Figure 1. Metal 2 (run 1).
(4 px per um)
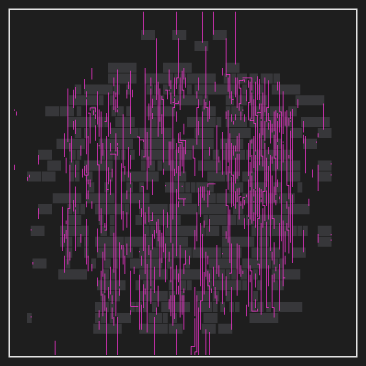
Figure 2. Placement by cell class (run 1).
(4 px per um) Fill, decap, tap and diode cells in gray.
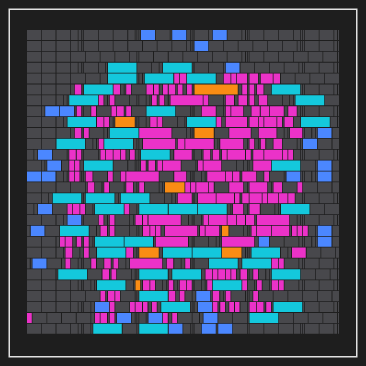
Figure 3. Routed clock nets over the placement (run 1).
(6 px per um)
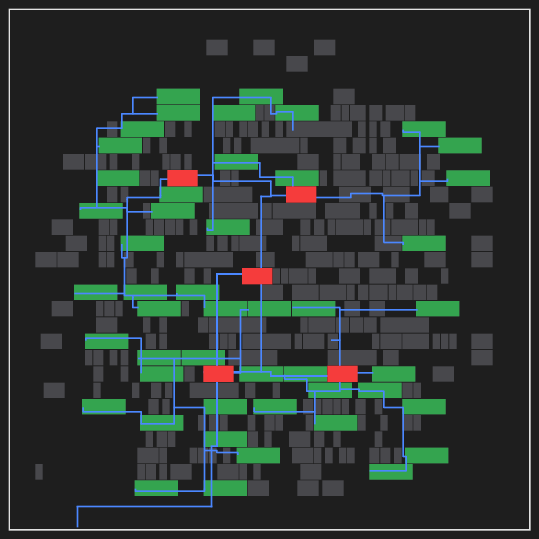
Figure 4. Clock nets (run 1).
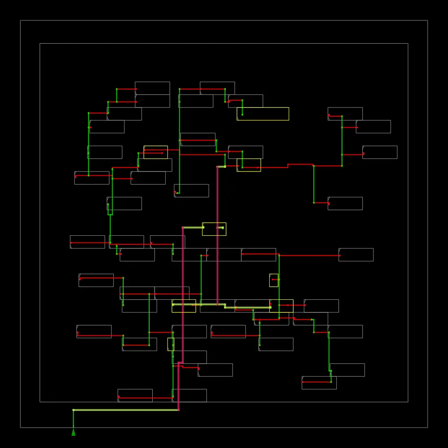
`src/rtl/sort_pkg.sv`:
```
// sort_pkg: definitions shared by the 4-input sort pipeline and the
// sort_merge 2-way merger.
//   WIDTH         - bit width of every number
//   GROUP         - elements per sorted group (fixed at 4)
//   num_t / grp_t - one number / one group of numbers
//   merge_state_t - states of the sort_merge controller
package sort_pkg;

  localparam int WIDTH = 5;
  localparam int GROUP = 4;

  typedef logic [WIDTH-1:0] num_t;
  typedef num_t grp_t [GROUP];

  typedef enum logic [1:0] {
    IDLE   = 2'd0,
    LOAD_B = 2'd1,
    MERGE  = 2'd2
  } merge_state_t;

endpackage

```
`src/rtl/merge_sel.sv`:
```
// merge_sel: combinational head-of-buffer selection for sort_merge.
// Ports:
//   head_a, head_b - current heads of buffers A and B
//   a_done, b_done - buffer exhausted flags (pointer reached GROUP)
//   sel            - value chosen for output
//   take_a         - 1 when the value comes from buffer A
// Ties select A so that equal values keep their group order.
module merge_sel #(
  parameter int WIDTH = sort_pkg::WIDTH
) (
  input  logic [WIDTH-1:0] head_a,
  input  logic [WIDTH-1:0] head_b,
  input  logic             a_done,
  input  logic             b_done,
  output logic [WIDTH-1:0] sel,
  output logic             take_a
);

  // Choose the larger head, skipping an exhausted buffer.
  always_comb begin
    take_a = 1'b0;
    if (a_done) begin
      take_a = 1'b0;
    end else if (b_done) begin
      take_a = 1'b1;
    end else begin
      take_a = (head_a >= head_b);
    end
    sel = take_a ? head_a : head_b;
  end

endmodule

```
`src/rtl/sort_merge.sv`:
```
// sort_merge: streaming 2-way merger. Accepts two descending 4-element
// groups on consecutive input handshakes, then emits the 8 merged values
// largest first, one per accepted output beat.
// Ports:
//   clk                    - rising-edge clock
//   rst_n                  - synchronous reset, asserted HIGH (name kept
//                            for compatibility with the sort pipeline)
//   in_valid, in_ready     - input group handshake
//   in_number1..in_number4 - input group, expected descending
//   out_valid, out_ready   - output beat handshake
//   out_number, out_last   - merged element, high on the 8th element
//   err                    - sticky input-order error
// Build option: define SORT_MERGE_CHECK_EN to enable the err checker;
// otherwise err is tied low.
module sort_merge
  import sort_pkg::*;
#(
  parameter int WIDTH = sort_pkg::WIDTH,
  parameter int GROUP = sort_pkg::GROUP
) (
  input  logic             clk,
  input  logic             rst_n,
  input  logic             in_valid,
  input  logic [WIDTH-1:0] in_number1,
  input  logic [WIDTH-1:0] in_number2,
  input  logic [WIDTH-1:0] in_number3,
  input  logic [WIDTH-1:0] in_number4,
  output logic             in_ready,
  output logic             out_valid,
  output logic [WIDTH-1:0] out_number,
  output logic             out_last,
  input  logic             out_ready,
  output logic             err
);

  merge_state_t     state_q, state_d;
  logic [WIDTH-1:0] buf_a_q [GROUP];
  logic [WIDTH-1:0] buf_a_d [GROUP];
  logic [WIDTH-1:0] buf_b_q [GROUP];
  logic [WIDTH-1:0] buf_b_d [GROUP];
  logic [2:0]       ia_q, ia_d;
  logic [2:0]       ib_q, ib_d;

  logic             a_done;
  logic             b_done;
  logic             take_a;
  logic [WIDTH-1:0] sel_num;
  logic             in_accept;
  logic             out_fire;
  logic [3:0]       ptr_sum;

  assign a_done   = (ia_q == 3'd4);
  assign b_done   = (ib_q == 3'd4);
  assign ptr_sum  = {1'b0, ia_q} + {1'b0, ib_q};

  merge_sel #(.WIDTH(WIDTH)) u_merge_sel (
    .head_a (buf_a_q[ia_q[1:0]]),
    .head_b (buf_b_q[ib_q[1:0]]),
    .a_done (a_done),
    .b_done (b_done),
    .sel    (sel_num),
    .take_a (take_a)
  );

  // Handshake outputs decoded from the current state and pointers.
  always_comb begin
    in_ready   = 1'b0;
    out_valid  = 1'b0;
    out_number = '0;
    out_last   = 1'b0;
    case (state_q)
      IDLE, LOAD_B: begin
        in_ready = 1'b1;
      end
      MERGE: begin
        out_valid  = 1'b1;
        out_number = sel_num;
        out_last   = (ptr_sum == 4'd7);
      end
      default: begin
        in_ready = 1'b0;
      end
    endcase
  end

  assign in_accept = in_valid && in_ready;
  assign out_fire  = out_valid && out_ready;

  // Next-state, buffer capture and pointer advance.
  always_comb begin
    state_d = state_q;
    buf_a_d = buf_a_q;
    buf_b_d = buf_b_q;
    ia_d    = ia_q;
    ib_d    = ib_q;
    case (state_q)
      IDLE: begin
        if (in_valid) begin
          buf_a_d[0] = in_number1;
          buf_a_d[1] = in_number2;
          buf_a_d[2] = in_number3;
          buf_a_d[3] = in_number4;
          state_d    = LOAD_B;
        end else begin
          state_d = IDLE;
        end
      end
      LOAD_B: begin
        if (in_valid) begin
          buf_b_d[0] = in_number1;
          buf_b_d[1] = in_number2;
          buf_b_d[2] = in_number3;
          buf_b_d[3] = in_number4;
          ia_d       = 3'd0;
          ib_d       = 3'd0;
          state_d    = MERGE;
        end else begin
          state_d = LOAD_B;
        end
      end
      MERGE: begin
        if (out_fire) begin
          if (take_a) begin
            ia_d = ia_q + 3'd1;
          end else begin
            ib_d = ib_q + 3'd1;
          end
          state_d = out_last ? IDLE : MERGE;
        end else begin
          state_d = MERGE;
        end
      end
      default: begin
        state_d = IDLE;
      end
    endcase
  end

  // State, buffer and pointer registers with synchronous reset.
  always_ff @(posedge clk) begin
    if (rst_n) begin
      state_q <= IDLE;
      ia_q    <= 3'd0;
      ib_q    <= 3'd0;
      for (int i = 0; i < GROUP; i++) begin
        buf_a_q[i] <= '0;
        buf_b_q[i] <= '0;
      end
    end else begin
      state_q <= state_d;
      ia_q    <= ia_d;
      ib_q    <= ib_d;
      buf_a_q <= buf_a_d;
      buf_b_q <= buf_b_d;
    end
  end

`ifdef SORT_MERGE_CHECK_EN
  logic err_q, err_d;
  logic not_desc;

  // Sticky error: unsorted accepted group, or a group offered while busy.
  always_comb begin
    not_desc = (in_number1 < in_number2) || (in_number2 < in_number3) ||
               (in_number3 < in_number4);
    err_d    = err_q;
    if ((in_accept && not_desc) || (in_valid && !in_ready)) begin
      err_d = 1'b1;
    end else begin
      err_d = err_q;
    end
  end

  // Error flag register.
  always_ff @(posedge clk) begin
    if (rst_n) begin
      err_q <= 1'b0;
    end else begin
      err_q <= err_d;
    end
  end

  assign err = err_q;
`else
  assign err = 1'b0;
`endif

endmodule

```
`config.mk`:
```
export PLATFORM = sky130hd
export DESIGN_NAME = sort_merge
export DESIGN_NICKNAME = d
export VERILOG_FILES = /design/src/rtl/sort_pkg.sv /design/src/rtl/merge_sel.sv /design/src/rtl/sort_merge.sv
export SDC_FILE = /design/constraint.sdc
export NUM_CORES = 1
export LEC_CHECK = 0
export CORE_MARGIN = 4
export CORE_UTILIZATION = 40
export DETAILED_ROUTE_END_ITERATION = 10
export PLACE_DENSITY = 0.68
export SLEW_MARGIN = 5
export SYNTH_ARGS = -nofsm -noshare
export SYNTH_HDL_FRONTEND = slang
export SYNTH_SLANG_ARGS = --single-unit
export TNS_END_PERCENT = 100
```
`constraint.sdc`:
```
create_clock -name clk -period 4.86 [get_ports clk]
set_input_delay 0.729 -clock clk [delete_from_list [all_inputs] [get_ports clk]]
set_output_delay 0.729 -clock clk [all_outputs]
set_load 0.02 [all_outputs]
```
==> job_summary.md, run 1 <==
### Yosys + OpenROAD results

| Metric | Value |
|---|---|
| Outcome | `complete, no violations` |
| Initial Utilization | `between 40 and 50%` |
| Final Hold Viols | `0` |
| RR Startpoint | `ia_q[1]` |
| DIE WIDTH | `about 87 um` |
| Yosys chip area | `approximately 2500 um^2` |
| Most numerous logic cells after layout | `nand2_1, dfxtp_1, a21oi_1` |
| Fin. max-slew vios | `0` |
| Yosys warning tally | `0` |
| Rows | `28` |
| Max Cap Viol | `0` |
| Worst setup margin | `between 600 and 700 ps` |
| Top-area cell share | `between 30% and 40%` |
| Mapped Cells | `between 200 and 300` |
| WP data required | `a little over 4000 ps` |
| Largest net degree at the start of global routing | `28` |
| Seq share, synth | `between 30% and 40%` |
| Crit Path Class | `reg2out` |
| Post-CTS Setup Inserts | `0` |
| Final period demand of the worst path | `roughly 4200 ps` |
| RSZ-0062 raised after global routing | `no` |
| CTS tree | `built` |
| CTS clock-pin slew for the worst setup and hold paths | `~90 ps` |
| Highest clock rate | `~0.24 GHz` |
| CP Capture Type | `primary output` |
| Main flop type | `dfxtp_1` |
| Root buffer cell | `clkbuf_8` |
| Crit path arrival time | `3510 ps` |
| Post-synth regs | `around 48` |
| Setup violations, final | `0` |
| Final Cycle Share | `between 80% and 90%` |
| CTS Buffer Depth | `2` |
| Synthesized Nets | `~330` |
| Most used logic cell in the final layout | `nand2_1` |
| Layout Cells excl Fill | `between 300 and 400` |
| Asr flop ratio synth | `0%` |
Back to the opening pictures, Figure 1:
main direction: vertical
share of all routed wire: 46%
nets with wire on the layer: 259
final WL: 5620 um
vias: 2034
met2 GRT Util: 24.8%

Back to the opening pictures, Figure 2:
[orange] clock drivers and dummy loads | cells: 8 | share of their area: 3.9%
[cyan] flops | cells: 48 | share of their area: 35%
[blue] other buffers and delay cells | cells: 32 | share of their area: 11%
[magenta] combinational and other logic | cells: 222 | share of their area: 50%
post-route design area: 2870 um^2
post-layout util: 48.2%

Back to the opening pictures, Figure 3:
[red] clock drivers | count: 5
[blue] clock wires | length: 584 um
[green] flip-flops | count: 48
routed clock nets: 6

Back to the opening pictures, Figure 4:
CTS Buf Count: 5
clock sink count: 48
clk ins delay skew pair: 300 ps
number of clock buffers in the layout: 6
clock skew: 3.58 ps

==> run 1: registers in the layout (all words and copies together), names as in the netlist <==
signal / count
ia_q: 3
ib_q: 3
buf_b_q: 20
state_q: 2
buf_a_q: 20
==> run 1: final timing paths <==
kind | endpoint | slack [ps] | cells after the start
max | out_number[0] | 620 | 8
min | buf_a_q[18] | 460 | 2
max reg2reg | ib_q[1] | 1960 | 7
min reg2reg | buf_a_q[18] | 460 | 2
==> run 1: cell usage after synthesis (2+ instances only) <==
library cell	instances
a31oi_1	3
buf_2	9
clkbuf_1	7
ha_1	12
o22ai_1	2
and3_1	2
o211ai_1	2
inv_1	13
mux4_2	10
nand2_1	84
mux2i_1	5
a21o_1	2
a221oi_1	2
dfxtp_1	48
nor3_1	2
nor2_1	10
nand2_2	2
a21oi_1	43
nand2b_1	2
nand3_1	4
inv_2	2
==> run 1: final cells by class <==
type,instances,area (um^2)
clock buffer,6,72.6
clock inverter,2,35.0
fill,586,3090
inverter,15,56.3
multi-input combinational,207,1330
sequential,48,961
tap,75,93.8
timing repair buffer,32,318
==> run 1: power breakdown <==
part           total (mW)  internal, mW  switching, mW
sequential          0.432         0.416         0.0162
clock               0.282         0.153          0.130
combinational       0.157        0.0688         0.0882
==> run 1: cells by family (layout without fill, tap and decap cells) <==
kind of cell | count (synthesis) | count (layout) | synth area share [%]
AOI/OAI and AO/OA | 64 | 64 | 16.0
xor gates and xnor gates | 1 | 1 | 0.355
adders and majority gates | 13 | 13 | 6.90
buffers and inverters | 35 | 55 | 6.90
DFF | 48 | 48 | 39.0
muxes | 16 | 16 | 11.8
other | 1 | 1 | 0.152
and+or+nand+nor | 112 | 112 | 18.9
==> run 1: per-layer routing <==
metal	vias up	wire (um)	track usage [%]
met5	-	0	0
li1	1026	-	-
met2	62	2570	24.8
met1	941	2690	22.4
met3	5	287	3.33
met4	0	68	6.23
==> run 1: worst max-delay path, stage by stage (launching register included) <==
cell	delay (ps)
dfxtp_1	660
mux4_2	600
ha_1	330
a21o_1	180
a31oi_1	250
o21ba_4	330
mux2i_1	110
nor2_1	130
clkdlybuf4s50_1	620
## Run 2: what changed since run 1
- ABC_AREA: not set -> 1
- CORE_ASPECT_RATIO: not set -> 0.6
- PLACE_DENSITY: 0.68 -> not set
Figure 5. Placement by cell class (run 2).
(3 px per um) Fill, decap, tap and diode cells in gray.
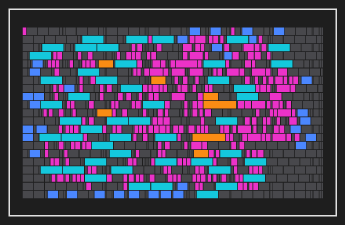
[cyan] flops | cells: 48 | share of their area: 35%
[magenta] combinational and other logic | cells: 274 | share of their area: 49%
[orange] clock drivers and dummy loads | cells: 7 | share of their area: 4.6%
[blue] other buffers and delay cells | cells: 33 | share of their area: 12%

==> job_summary.md, run 2 <==
### Yosys + OpenROAD results

| Metric | Value |
|---|---|
| Outcome | `complete, no violations` |
| Worst setup margin | `781 ps (+156 ps)` |
| CTS clock-pin slew for the worst setup and hold paths | `90 ps (about the same)` |
| Worst path slowest cell | `dfxtp_1` |
| DR WL met2 | `2450 um (-4.5%)` |
| Largest net degree at the start of global routing | `44 (+57%)` |
| Vias | `2266 (+11%)` |
| Setup violations, final | `0 (unchanged)` |
| CP Depth | `13 (+5)` |
| Root buffer cell | `clkbuf_8` |
| CTS Buf Count | `5 (unchanged)` |
| Initial Utilization | `42.3% (+0.92 points)` |
| Mapped Cells | `339 (+17%)` |
| Hold Path Depth | `2 (unchanged)` |
| Yosys warning tally | `0 (unchanged)` |
| Most used logic cell in the final layout | `nor2_1` |
| Max Cap Viol | `0 (unchanged)` |
| Post-CTS Setup Inserts | `0 (unchanged)` |
| Met1 WL | `3730 um (+39%)` |
| Final WL | `6580 um (+17%)` |
| Post-synth regs | `48 (unchanged)` |
| CTS tree | `built` |
| Reg area | `961 um^2 (unchanged)` |
| Biggest regs | `buf_a_q: 20 flops, buf_b_q: 20 flops` |
| Crit Path Class | `reg2out` |
| Synth top cells by count | `nor2_1, o21ai_0, dfxtp_1` |
| R2r worst-path depth | `14 (+7)` |
| Yosys chip area | `2420 um^2 (-1.7%)` |
| Rows | `21 (-25%)` |
| Asr flop ratio synth | `0% (unchanged)` |
| Fillers | `607 (+3.6%)` |
| Seq share, synth | `39.6% (+0.66 points)` |
| Clock skew | `7.09 ps (+3.51 ps)` |
| Top layer in use | `met4` |
| Final Hold Viols | `0 (unchanged)` |
| Top-area cell share | `39.6% (+0.66 points)` |
| Highest clock rate | `0.245 GHz (+3.8%)` |
| Main flop type | `dfxtp_1` |
| CP bufs+invs | `4 (+3)` |
| RSZ-0062 raised after global routing | `no` |
| CTS Buffer Depth | `2 (unchanged)` |
| Max stage delay on crit path | `630 ps (-30 ps)` |
| Met3 WL post-DR | `379 um (+32%)` |
[run 2: cell families after synthesis]
logic type | count (synthesis) | synth area share, %
AOI/OAI and AO/OA | 97 | 21.1
xor gates and xnor gates | 1 | 0.361
adders and majority gates | 13 | 7.02
buffers and inverters | 38 | 7.54
DFF | 48 | 39.6
other | 1 | 0.155
and+or+nand+nor | 141 | 24.2
[run 2: report_power, final]
group	switching, mW	internal, mW
clock network	0.137	0.203
registers	0.0264	0.424
logic	0.121	0.0740
total	0.284	0.700
[run 2: layout make-up]
type | instances | area share, %
Clock buffer | 5 | 2.39
Clock inverter | 2 | 2.09
Inverter | 21 | 2.83
Multi-Input combinational cell | 253 | 44.5
Sequential cell | 48 | 33.4
Tap cell | 80 | 3.48
Timing Repair Buffer | 33 | 11.3
[run 2: final timing paths]
check / startpoint / endpoint / slack (ps)
max: ia_q[0] / out_number[0] / 780
min: buf_b_q[3] / buf_b_q[3] / 470
max reg2reg: ia_q[0] / ib_q[1] / 2210
min reg2reg: buf_b_q[3] / buf_b_q[3] / 470
[run 2: worst min-delay path, cell delays in order, from the launching register on]
cell	delay (ps)
dfxtp_1	310
inv_1	60
a21oi_1	60
[run 2: metrics by stage]
step | hold WS, ps | power (mW) | instance area [um^2]
global route | 491 | 1.03 | 2880
CTS | 465 | 0.983 | 2880
global placement | 443 | 0.651 | 2750
floorplan | 424 | 0.584 | 2420
detailed placement | 450 | 0.651 | 2750
finish | 465 | 0.985 | 2880
[run 2: metal layers]
metal,vias to the layer above,GRT usage (%)
met1,1035,30.5
met3,4,3.39
met4,0,4.25
li1,1164,-
met2,63,24.7
met5,-,0
## Run 3: what changed since run 2
- clock period: 4.86 -> 3.4 ns (I/O delays scaled with it)
Figure 6. Routed clock nets over the placement (run 3).
(6 px per um)
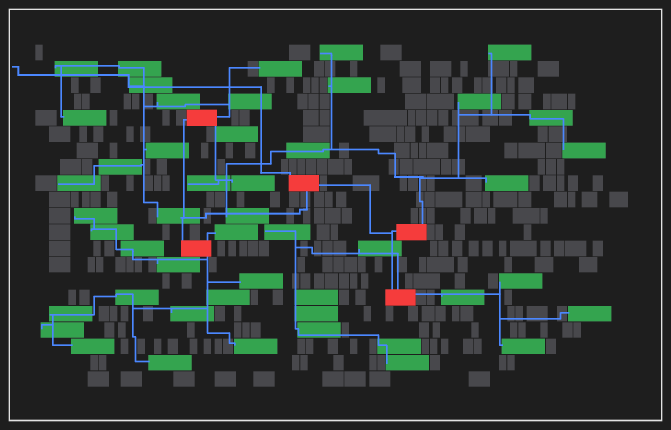
[red] clock drivers | count: 5
[blue] clock wires | length: 633 um
[green] flip-flops | count: 48
flops lie: spread over the die

==> job_summary.md, run 3 <==
### Yosys + OpenROAD results

| Metric | Value |
|---|---|
| Biggest regs | `buf_a_q: 20 flops, buf_b_q: 20 flops` |
| Mux frac, synth | `0% (unchanged)` |
| Yosys warning tally | `0 (unchanged)` |
| Worst setup margin | `244 ps (-537 ps)` |
| R2r endpoint | `ib_q[1]` |
| Logic pwr share | `22.3% (+2.5 points)` |
| CTS Buf Count | `5 (unchanged)` |
| Asr flop ratio synth | `0% (unchanged)` |
| Hold path endpoint | `buf_b_q[18]` |
| Highest clock rate | `between 0.3 and 0.4 GHz` |
| Clock skew | `5.75 ps (-1.35 ps)` |
| CTS tree | `built` |
| XOR Share, Synth | `0.361% (unchanged)` |
| Setup violations, final | `0 (unchanged)` |
| Yosys chip area | `2420 um^2 (unchanged)` |
| Top-area cell share | `39.6% (unchanged)` |
| Clock power frac | `26.8% (-7.6 points)` |
| Post-CTS Setup Inserts | `0 (unchanged)` |
| Fillers | `625 (+3.0%)` |
| RSZ-0062 raised after global routing | `no` |
| Sw frac | `32.6% (+3.8 points)` |
| Adder share | `7.02% (unchanged)` |
| Reg power frac | `50.9% (+5.2 points)` |
| HP Start | `buf_b_q[18]` |
| Max Cap Viol | `0 (unchanged)` |
| Post-synth regs | `48 (unchanged)` |
| Mapped Cells | `339 (unchanged)` |
| Total power | `1.27 mW (+29%)` |
| Hold Path Depth | `2 (unchanged)` |
| R2R setup slack | `1180 ps (-1030 ps)` |
| Seq share, synth | `39.6% (unchanged)` |
| Final WL | `6890 um (+4.6%)` |
| CTS clock-pin slew for the worst setup and hold paths | `90 ps (about the same)` |
| Outcome | `complete, no violations` |
| Main flop type | `dfxtp_1` |
| Root buffer cell | `clkbuf_8` |
| Synth top cells by count | `nor2_1, o21ai_0, dfxtp_1` |
| Rows | `21 (unchanged)` |
| Final Hold Viols | `0 (unchanged)` |
| RR Startpoint | `ia_q[0]` |
| Main logic family | `simple AND/OR/NAND/NOR gates` |
[run 3: layout make-up]
class	count	area [um^2]	area share, %
Clock inverter	2	12.5	0.438
Sequential cell	48	962	33.7
Clock buffer	5	68.8	2.41
Inverter	21	81.3	2.85
Timing Repair Buffer	38	349	12.2
Multi-Input combinational cell	253	1280	44.8
Tap cell	80	100	3.51
[run 3: kinds of logic (layout without fill, tap and decap cells)]
| logic type | Yosys count | after routing |
|---|---|---|
| AOI/OAI and AO/OA | 97 | 97 |
| xor gates and xnor gates | 1 | 1 |
| adders and majority gates | 13 | 13 |
| buffers and inverters | 38 | 66 |
| DFF | 48 | 48 |
| other | 1 | 1 |
| and+or+nand+nor | 141 | 141 |
[run 3: how the worst max path moves through the flow]
stage	depth (start not counted)	start	slack, ps	to
after floorplan	12	ib_q[0]	730	out_number[3]
after global placement	13	ib_q[0]	230	out_number[3]
after detailed placement	13	ib_q[0]	220	out_number[3]
after CTS	14	ia_q[0]	240	out_number[4]
after global routing	14	ia_q[0]	4	out_number[1]
final	14	ia_q[0]	240	out_number[3]
[run 3: power groups by stage]
| stage | Sequential [mW] | Clock (mW) | Combinational, mW |
|---|---|---|---|
| after floorplan | 0.638 | 0 | 0.198 |
| after global placement | 0.656 | 0 | 0.278 |
| after detailed placement | 0.656 | 0 | 0.284 |
| after CTS | 0.643 | 0.348 | 0.283 |
| after global routing | 0.649 | 0.375 | 0.327 |
| final | 0.645 | 0.340 | 0.282 |
[run 3: through the flow]
| stage | hold slack [ps] | instances | cell area (um^2) |
|---|---|---|---|
| floorplan | 424 | 339 | 2420 |
| finish | 479 | 447 | 2850 |
| detailed placement | 472 | 440 | 2790 |
| global placement | 471 | 440 | 2790 |
| CTS | 487 | 447 | 2860 |
| global route | 504 | 447 | 2850 |
[run 3: routing by layer]
metal,up-vias,routed length (um),GRT usage (%)
met5,-,0,0
met4,0,30,4.25
met3,4,518,4.34
met2,70,2630,25.9
met1,1062,3700,32.2
li1,1174,-,-
[run 3: worst max-delay path, stage by stage (launching register included)]
cell and delay [ps]:
dfxtp_1 360, buf_4 200, nand2_1 70, a32o_1 270, ha_1 290, inv_1 50
nand2_1 50, nand2_1 60, nand2_1 40, nand2_1 50, nand2_1 60, nand2_2 170
nor2_1 60, a211oi_1 240, dlygate4sd2_1 370

==> gallery <==
Pin placement.
picture 1
(2 px per um) Pins as bars across the die edge, other pins in gray.
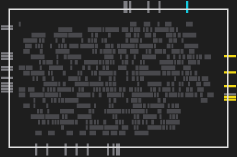
picture 2
(3 px per um) Pins as bars across the die edge, other pins in gray.
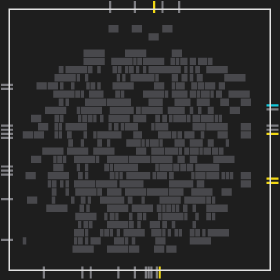
picture 2 -> run 1
picture 1 -> run 2

Key to picture 1:
[cyan] rst_n | pins: 1 | direction: input | edge: top
[yellow] out_number | pins: 5 | direction: output | edge: right
all pins by edge: 12 left, 9 bottom, 6 top, 6 right

Power and IR drop assume default switching activity.
